**config.mk**
```make
export PLATFORM = sky130hd
export DESIGN_NAME = logic_gate_unit
export DESIGN_NICKNAME = d
export VERILOG_FILES = /design/src/rtl/logic_gate_pkg.sv /design/src/rtl/logic_gate_alu.sv /design/src/rtl/logic_gate_unit.sv
export SDC_FILE = /design/constraint.sdc
export NUM_CORES = 1
export LEC_CHECK = 0
export CAP_MARGIN = 10
export CORE_MARGIN = 10
export CORE_UTILIZATION = 55
export CTS_BUF_LIST = sky130_fd_sc_hd__clkbuf_16
export DETAILED_ROUTE_END_ITERATION = 8
export HOLD_SLACK_MARGIN = 0.05
export PLACE_DENSITY = 0.81
export SYNTH_ARGS = -nofsm -noshare
export SYNTH_HDL_FRONTEND = slang
export SYNTH_SLANG_ARGS = --single-unit
```
**constraint.sdc**
```tcl
create_clock -name clk -period 3.1 [get_ports clk]
set_input_delay 0.31 -clock clk [delete_from_list [all_inputs] [get_ports clk]]
set_output_delay 0.31 -clock clk [all_outputs]
set_load 0.02 [all_outputs]
```
**src/rtl/logic_gate_pkg.sv**
```systemverilog
// Shared op codes, FSM state type and op-classification helpers for the
// registered bitwise gate unit.
package logic_gate_pkg;

    localparam logic [2:0] OP_AND   = 3'd0;
    localparam logic [2:0] OP_OR    = 3'd1;
    localparam logic [2:0] OP_XOR   = 3'd2;
    localparam logic [2:0] OP_NAND  = 3'd3;
    localparam logic [2:0] OP_NOR   = 3'd4;
    localparam logic [2:0] OP_XNOR  = 3'd5;
    localparam logic [2:0] OP_RSVD6 = 3'd6;
    localparam logic [2:0] OP_RSVD7 = 3'd7;

    typedef enum logic {
        IDLE  = 1'b0,
        ACCUM = 1'b1
    } state_e;

    function automatic logic is_inverting(input logic [2:0] op);
        return (op == OP_NAND) || (op == OP_NOR) || (op == OP_XNOR);
    endfunction

    function automatic logic is_reserved(input logic [2:0] op);
        return (op == OP_RSVD6) || (op == OP_RSVD7);
    endfunction

endpackage

```
**src/rtl/logic_gate_alu.sv**
```systemverilog
// Combinational bitwise gate: base function (AND/OR/XOR) of x and y plus its
// complement. Reserved op codes yield zero.
module logic_gate_alu
    import logic_gate_pkg::*;
#(
    parameter int W = 8
) (
    input  logic [2:0]   op_i,
    input  logic [W-1:0] x_i,
    input  logic [W-1:0] y_i,
    output logic [W-1:0] base_o,
    output logic [W-1:0] inv_o
);

    always_comb begin
        base_o = '0;
        case (op_i)
            OP_AND, OP_NAND: base_o = x_i & y_i;
            OP_OR,  OP_NOR:  base_o = x_i | y_i;
            OP_XOR, OP_XNOR: base_o = x_i ^ y_i;
            default:         base_o = '0;
        endcase
    end

    assign inv_o = ~base_o;

endmodule

```
**src/rtl/logic_gate_unit.sv**
```systemverilog
// Registered bitwise gate unit with valid/ready streaming and an optional
// accumulate mode that folds a multi-beat burst into a single result.
module logic_gate_unit
    import logic_gate_pkg::*;
#(
    parameter int W     = 8,
    parameter int CNT_W = 8
) (
    input  logic             clk,
    input  logic             rst,
    input  logic             in_valid,
    output logic             in_ready,
    input  logic [W-1:0]     in_a,
    input  logic [W-1:0]     in_b,
    input  logic [2:0]       in_op,
    input  logic             in_acc,
    input  logic             in_last,
    output logic             out_valid,
    input  logic             out_ready,
    output logic [W-1:0]     out_y,
    output logic             out_err,
    output logic [CNT_W-1:0] out_beats
);

    state_e             state_q, state_d;
    logic [2:0]         op_q, op_d;
    logic [W-1:0]       acc_q, acc_d;
    logic [CNT_W-1:0]   cnt_q, cnt_d;
    logic               out_valid_q, out_valid_d;
    logic [W-1:0]       out_y_q, out_y_d;
    logic               out_err_q, out_err_d;
    logic [CNT_W-1:0]   out_beats_q, out_beats_d;

    logic               accept;
    logic [2:0]         beat_op;
    logic [W-1:0]       beat_base, beat_inv;
    logic [W-1:0]       fold_base, fold_inv;
    logic [CNT_W-1:0]   cnt_sat;

    assign in_ready = !out_valid_q || out_ready;
    assign accept   = in_valid && in_ready;

    // Inside a burst the latched op governs every beat, not the live in_op.
    assign beat_op  = (state_q == ACCUM) ? op_q : in_op;
    assign cnt_sat  = (cnt_q == '1) ? cnt_q : cnt_q + CNT_W'(1);

    logic_gate_alu #(.W(W)) u_beat_alu (
        .op_i   (beat_op),
        .x_i    (in_a),
        .y_i    (in_b),
        .base_o (beat_base),
        .inv_o  (beat_inv)
    );

    logic_gate_alu #(.W(W)) u_fold_alu (
        .op_i   (op_q),
        .x_i    (acc_q),
        .y_i    (beat_base),
        .base_o (fold_base),
        .inv_o  (fold_inv)
    );

    always_comb begin
        state_d     = state_q;
        op_d        = op_q;
        acc_d       = acc_q;
        cnt_d       = cnt_q;
        out_valid_d = out_valid_q && !out_ready;
        out_y_d     = out_y_q;
        out_err_d   = out_err_q;
        out_beats_d = out_beats_q;

        if (accept) begin
            if (state_q == IDLE) begin
                if (!in_acc || in_last) begin
                    // Single beat, or a one-beat burst: emit directly.
                    out_valid_d = 1'b1;
                    out_err_d   = is_reserved(in_op);
                    out_y_d     = is_reserved(in_op)  ? '0 :
                                  is_inverting(in_op) ? beat_inv : beat_base;
                    out_beats_d = CNT_W'(1);
                    op_d        = in_acc ? in_op : op_q;
                    acc_d       = in_acc ? beat_base : acc_q;
                end else begin
                    state_d = ACCUM;
                    op_d    = in_op;
                    acc_d   = beat_base;
                    cnt_d   = CNT_W'(1);
                end
            end else begin
                acc_d = fold_base;
                cnt_d = cnt_sat;
                if (in_last) begin
                    out_valid_d = 1'b1;
                    out_err_d   = is_reserved(op_q);
                    out_y_d     = is_reserved(op_q)  ? '0 :
                                  is_inverting(op_q) ? fold_inv : fold_base;
                    out_beats_d = cnt_sat;
                    state_d     = IDLE;
                end
            end
        end
    end

    always_ff @(posedge clk) begin
        if (rst) begin
            state_q     <= IDLE;
            op_q        <= OP_AND;
            acc_q       <= '0;
            cnt_q       <= '0;
            out_valid_q <= 1'b0;
            out_y_q     <= '0;
            out_err_q   <= 1'b0;
            out_beats_q <= '0;
        end else begin
            state_q     <= state_d;
            op_q        <= op_d;
            acc_q       <= acc_d;
            cnt_q       <= cnt_d;
            out_valid_q <= out_valid_d;
            out_y_q     <= out_y_d;
            out_err_q   <= out_err_d;
            out_beats_q <= out_beats_d;
        end
    end

    assign out_valid = out_valid_q;
    assign out_y     = out_y_q;
    assign out_err   = out_err_q;
    assign out_beats = out_beats_q;

endmodule

```
==> run_results.csv, run 1 <==
group,metric,value,unit
run_status,outcome,"completed",
power_and_ir_drop,pwr-share-seq,30.6,%
cells_and_area,logic_gates,338,
global_route,grtUsageTotal,19.1,%
cts,cts-htree-levels,2,
placed_design,placed_cell_area,3920,µm²
cts,cts_tree,"done",
cts,postCtsHoldBufs,0,
critical_path,endpoint,"acc_q[5]",
drt,vias,3455,
hold_path,min-delay-path-class,"reg2reg",
die,dieArea,9490,µm²
placed_design,io_buffers,43,
power_and_ir_drop,p_int,0.00117,W
critical_path,cp_common_cell,"a221oi_1",
synthesis,ys_sh_xor,2.09,%
synthesis,synthArstFlopShare,0,%
synthesis,ys_seq_share,23.1,%
final_timing,finalSetupViolations,0,
power_and_ir_drop,p_switching,0.000576,W
die,dieHeight,97.4,µm
global_route,grt_max_degree,39,
synthesis,syn_area,3300,µm²
cells_and_area,layout.nonclk_buf_share,16.4,%
drt,drt-total-wl,9700,µm
flow_run,drv_cap,0,
critical_path,worst-path-stages,13,
synthesis,synth_area_per_cell,7.48,µm²
hold_path,worstHoldPathCells,2,
drt,firstDrtPassIters,5,
critical_path,cp-startpoint,"state_q",
power_and_ir_drop,top_power_group,"combinational cells",
synthesis,synth.area.top_cells,"dfxtp_1 (23%), ha_1 (12%), a21oi_1 (7.7%)",
power_and_ir_drop,power,0.00175,W
placed_design,place_hpwl,6750,µm
critical_path,end_kind,"flop",
global_route,grt_pass1_vias,3269,
synthesis,top_logic_kind,"AND-OR/OR-AND gates",
synthesis,yosysMostFrequentCell,"a21oi_1",
global_route,use_met2,32.7,%
die,fp.dieW,97.4,µm
critical_path,r2r-start,"state_q",
synthesis,synth-edff-count,0,
synthesis,top_cells_by_count,"a21oi_1 (51), nor2_1 (40), dfxtp_1 (38)",
run_1/placement_by_type.png
Fill, decap, tap and diode cells in gray.
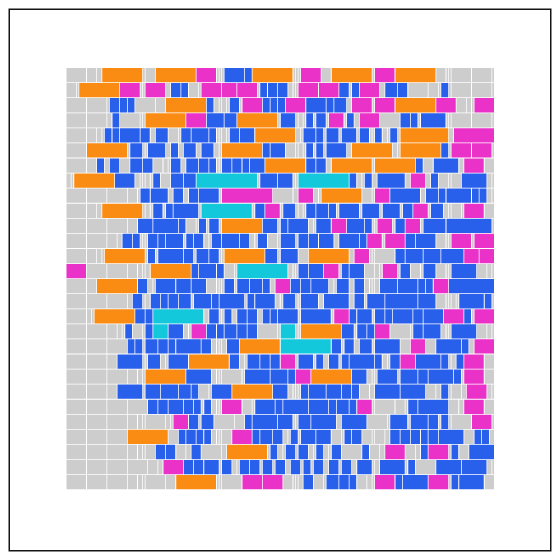
| color | class | cells | share of their area |
|---|---|---|---|
| blue | combinational and other logic | 376 | 60% |
| magenta | remaining buffers and delay cells | 72 | 17% |
| cyan | clock drivers and dummy loads | 8 | 4.2% |
| orange | sequential cells | 38 | 19% |

run_1/clk_routes.png
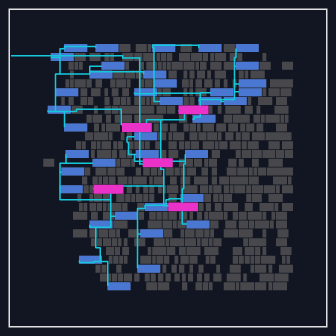
[cyan] clock wires | length: 551 µm
[blue] flip-flops | count: 38
[magenta] clock drivers | count: 5
routed clock nets: 6

run_1/clocks.png
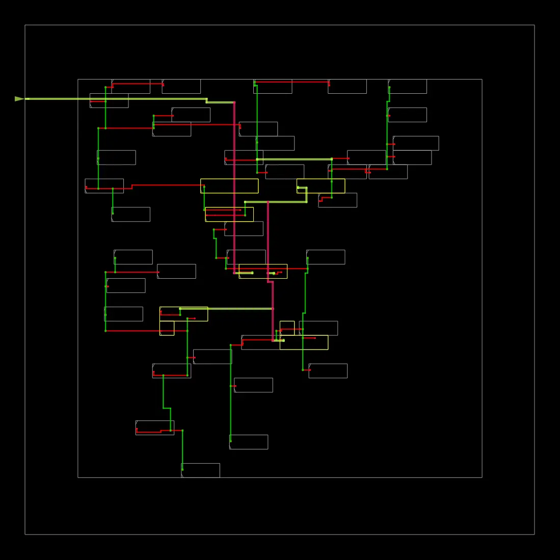
total CTS buffers: 5
CTS sink count: 38
Clock Buffer Count: 5
skew final: 0.00293 ns

run_1/power_grid.png
Scale bar: 20 µm. Pins as bars on the die edge.
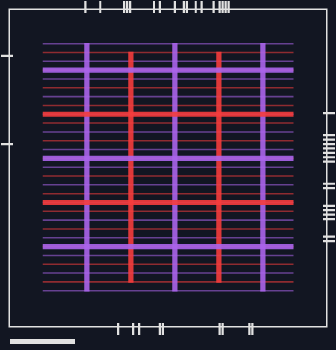
| color | net |
|---|---|
| red | VDD |
| purple | VSS |
signal pins: 44
rows: 28
met1 rails: 29
met4 straps: 5

==> inputs of run 2 (changes only) <==
--- a/config.mk
+++ b/config.mk
@@ -11,7 +11,9 @@
 export CTS_BUF_LIST = sky130_fd_sc_hd__clkbuf_16
 export DETAILED_ROUTE_END_ITERATION = 8
 export HOLD_SLACK_MARGIN = 0.05
+export MAX_ROUTING_LAYER = met4
 export PLACE_DENSITY = 0.81
+export SKIP_LAST_GASP = 1
 export SYNTH_ARGS = -nofsm -noshare
 export SYNTH_HDL_FRONTEND = slang
 export SYNTH_SLANG_ARGS = --single-unit
run_2/power_grid.png
Scale bar: 20 µm. Pins as bars on the die edge.
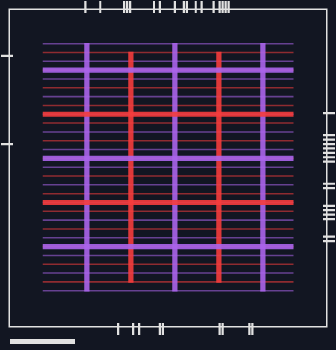
| color | net |
|---|---|
| red | VDD |
| purple | VSS |
rows: 28
met1 rails: 29

run_2/clocks.png
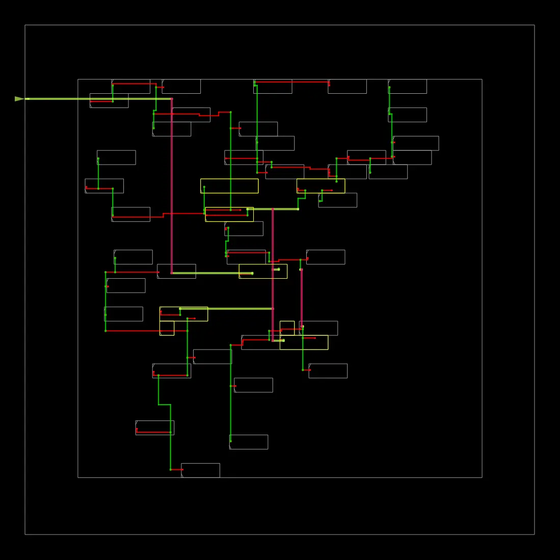
Flop Count: 38
skew final: 0.00209 ns
later-pin clock latency in the skew report: 0.28 ns
clk pwr: 0.000593 W

==> run 2 against run 1 <==
Compared with the run above:
- utilization is the same
- design area is the same
- non-clock buffer count is the same
- synthesized cell count is the same
- global-route usage grew 0.54 points
- clock skew shrank 0.00084 ns
- sequential share of layout area is the same
- largest power group unchanged
- cell count is the same
- clock power is essentially flat
==> run_results.csv, run 2 <==
group,metric,value,unit
synthesis,ys_sh_xor,2.09,%
global_route,grtUsageTotal,19.6,%
global_route,grt_pass1_vias,3258,
power_and_ir_drop,power,0.00175,W
synthesis,yosysMostFrequentCell,"a21oi_1",
cts,postCtsHoldBufs,0,
synthesis,synth-edff-count,0,
critical_path,end_kind,"flop",
drt,vias,3489,
synthesis,synthArstFlopShare,0,%
power_and_ir_drop,p_int,0.00118,W
global_route,use_met2,32.5,%
placed_design,io_buffers,43,
cells_and_area,logic_gates,338,
cells_and_area,layout.nonclk_buf_share,16.4,%
critical_path,crit_chain,"buf_12, mux2i_4, xnor2_2, a221oi_1, o22ai_2, buf_4, ha_1, and2_1, o21ai_0, a21oi_1, a21o_1, a221oi_1, a211oi_1",
run_status,outcome,"completed",
cts,cts_made_buffers,5,
hold_path,worstHoldPathCells,2,
flow_run,drv_cap,0,
synthesis,top_logic_kind,"AND-OR/OR-AND gates",
hold_path,min-delay-path-class,"reg2reg",
placed_design,place_hpwl,6750,µm
power_and_ir_drop,pwr-share-seq,30.6,%
synthesis,top_cells_by_count,"a21oi_1 (51), nor2_1 (40), dfxtp_1 (38)",
power_and_ir_drop,p_switching,0.000579,W
critical_path,worst-path-stages,13,
drt,drt-total-wl,9690,µm
cells_and_area,clkbuf_count,5,
synthesis,synth.area.top_cells,"dfxtp_1 (23%), ha_1 (12%), a21oi_1 (7.7%)",
synthesis,syn_area,3300,µm²
critical_path,cp-startpoint,"state_q",
drt,firstDrtPassIters,5,
cts,cts.sinks,38,
die,dieArea,9490,µm²
critical_path,r2r-start,"state_q",
die,fp.dieW,97.4,µm
==> inputs of run 3 (changes only) <==
--- a/config.mk
+++ b/config.mk
@@ -12,7 +12,7 @@
 export DETAILED_ROUTE_END_ITERATION = 8
 export HOLD_SLACK_MARGIN = 0.05
 export MAX_ROUTING_LAYER = met4
-export PLACE_DENSITY = 0.81
+export PLACE_DENSITY = 0.8
 export SKIP_LAST_GASP = 1
 export SYNTH_ARGS = -nofsm -noshare
 export SYNTH_HDL_FRONTEND = slang
run_3/clk_routes.png
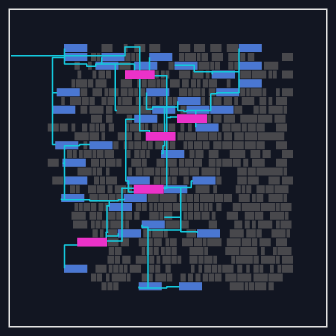
[blue] flip-flops | count: 38
[cyan] clock wires | length: 562 µm
[magenta] clock drivers | count: 5
routed clock nets: 6

run_3/placement_by_type.png
Fill, decap, tap and diode cells in gray.
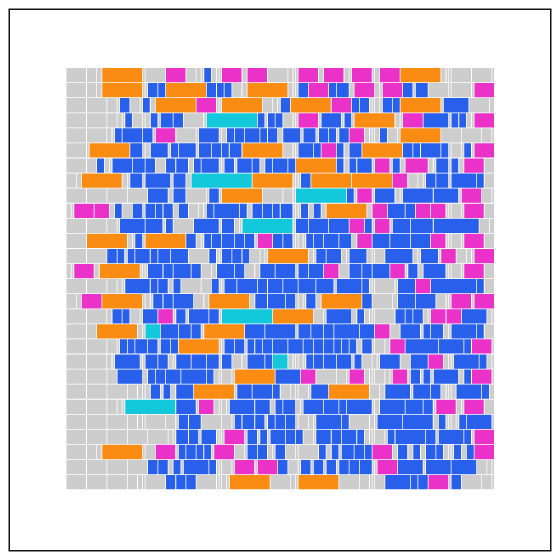
| color | class | cells | share of their area |
|---|---|---|---|
| blue | combinational and other logic | 376 | 61% |
| cyan | clock drivers and dummy loads | 8 | 4.2% |
| orange | sequential cells | 38 | 19% |
| magenta | remaining buffers and delay cells | 72 | 16% |

==> run 3 against run 2 <==
Compared with the run above:
- non-clock buffer count did not move
- combinational power is 2% lower
- critical path depth rose by 1
- routed wire length decreased by 5.4%
- maximum frequency grew 0.23%
- synthesized cell count stayed put
- first-iteration DRC count grew 11%
- sequential share of layout area about the same
- clock skew up 0.0031 ns
- die size unchanged
- register-to-register slack is essentially flat
- utilization fell by 0.32 points
- critical path type unchanged
==> run_results.csv, run 3 <==
group,metric,value,unit
synthesis,top_cells_by_count,"a21oi_1 (51), nor2_1 (40), dfxtp_1 (38)",
hold_path,worstHoldPathCells,2,
synthesis,synth.area.top_cells,"dfxtp_1 (23%), ha_1 (12%), a21oi_1 (7.7%)",
power_and_ir_drop,p_int,0.00117,W
cells_and_area,seq_cells,38,
cells_and_area,drive_gt1_share,11.5,%
critical_path,r2r-start,"state_q",
cells_and_area,layout.nonclk_buf_share,15.8,%
power_and_ir_drop,pwr-share-seq,30.7,%
cells_and_area,nFillCells,479,
global_route,grtUsageTotal,18.8,%
run_status,outcome,"completed",
critical_path,worst-path-stages,14,
cells_and_area,logic_gates,338,
final_timing,clock_skew,0.00515,ns
hold_path,min-delay-path-class,"reg2reg",
cts,cts.sinks,38,
critical_path,crit_chain,"buf_6, mux2_2, buf_4, nor3_1, a221oi_2, o22ai_2, inv_1, ha_1, nor2b_1, o21ai_0, a21oi_1, a21o_1, a221oi_1, a211oi_1",
drt,vias,3347,
cts,clock.latency.late_pin,0.29,ns
critical_path,end_kind,"flop",
die,dieArea,9490,µm²
die,fp.dieW,97.4,µm
drt,dr.max_layer_used,"met4",
cts,cts_made_buffers,5,
power_and_ir_drop,powerClk,0.000597,W
cells_and_area,clkbuf_count,5,
placed_design,io_buffers,43,
global_route,grt_pass1_vias,3095,
synthesis,synth-edff-count,0,
critical_path,cp-startpoint,"state_q",
power_and_ir_drop,power,0.00174,W
global_route,use_met2,30.6,%
flow_run,drv_cap,0,
placed_design,place_hpwl,6650,µm
synthesis,synthArstFlopShare,0,%
No activity file was given, so power comes from the tool's default toggle rates.
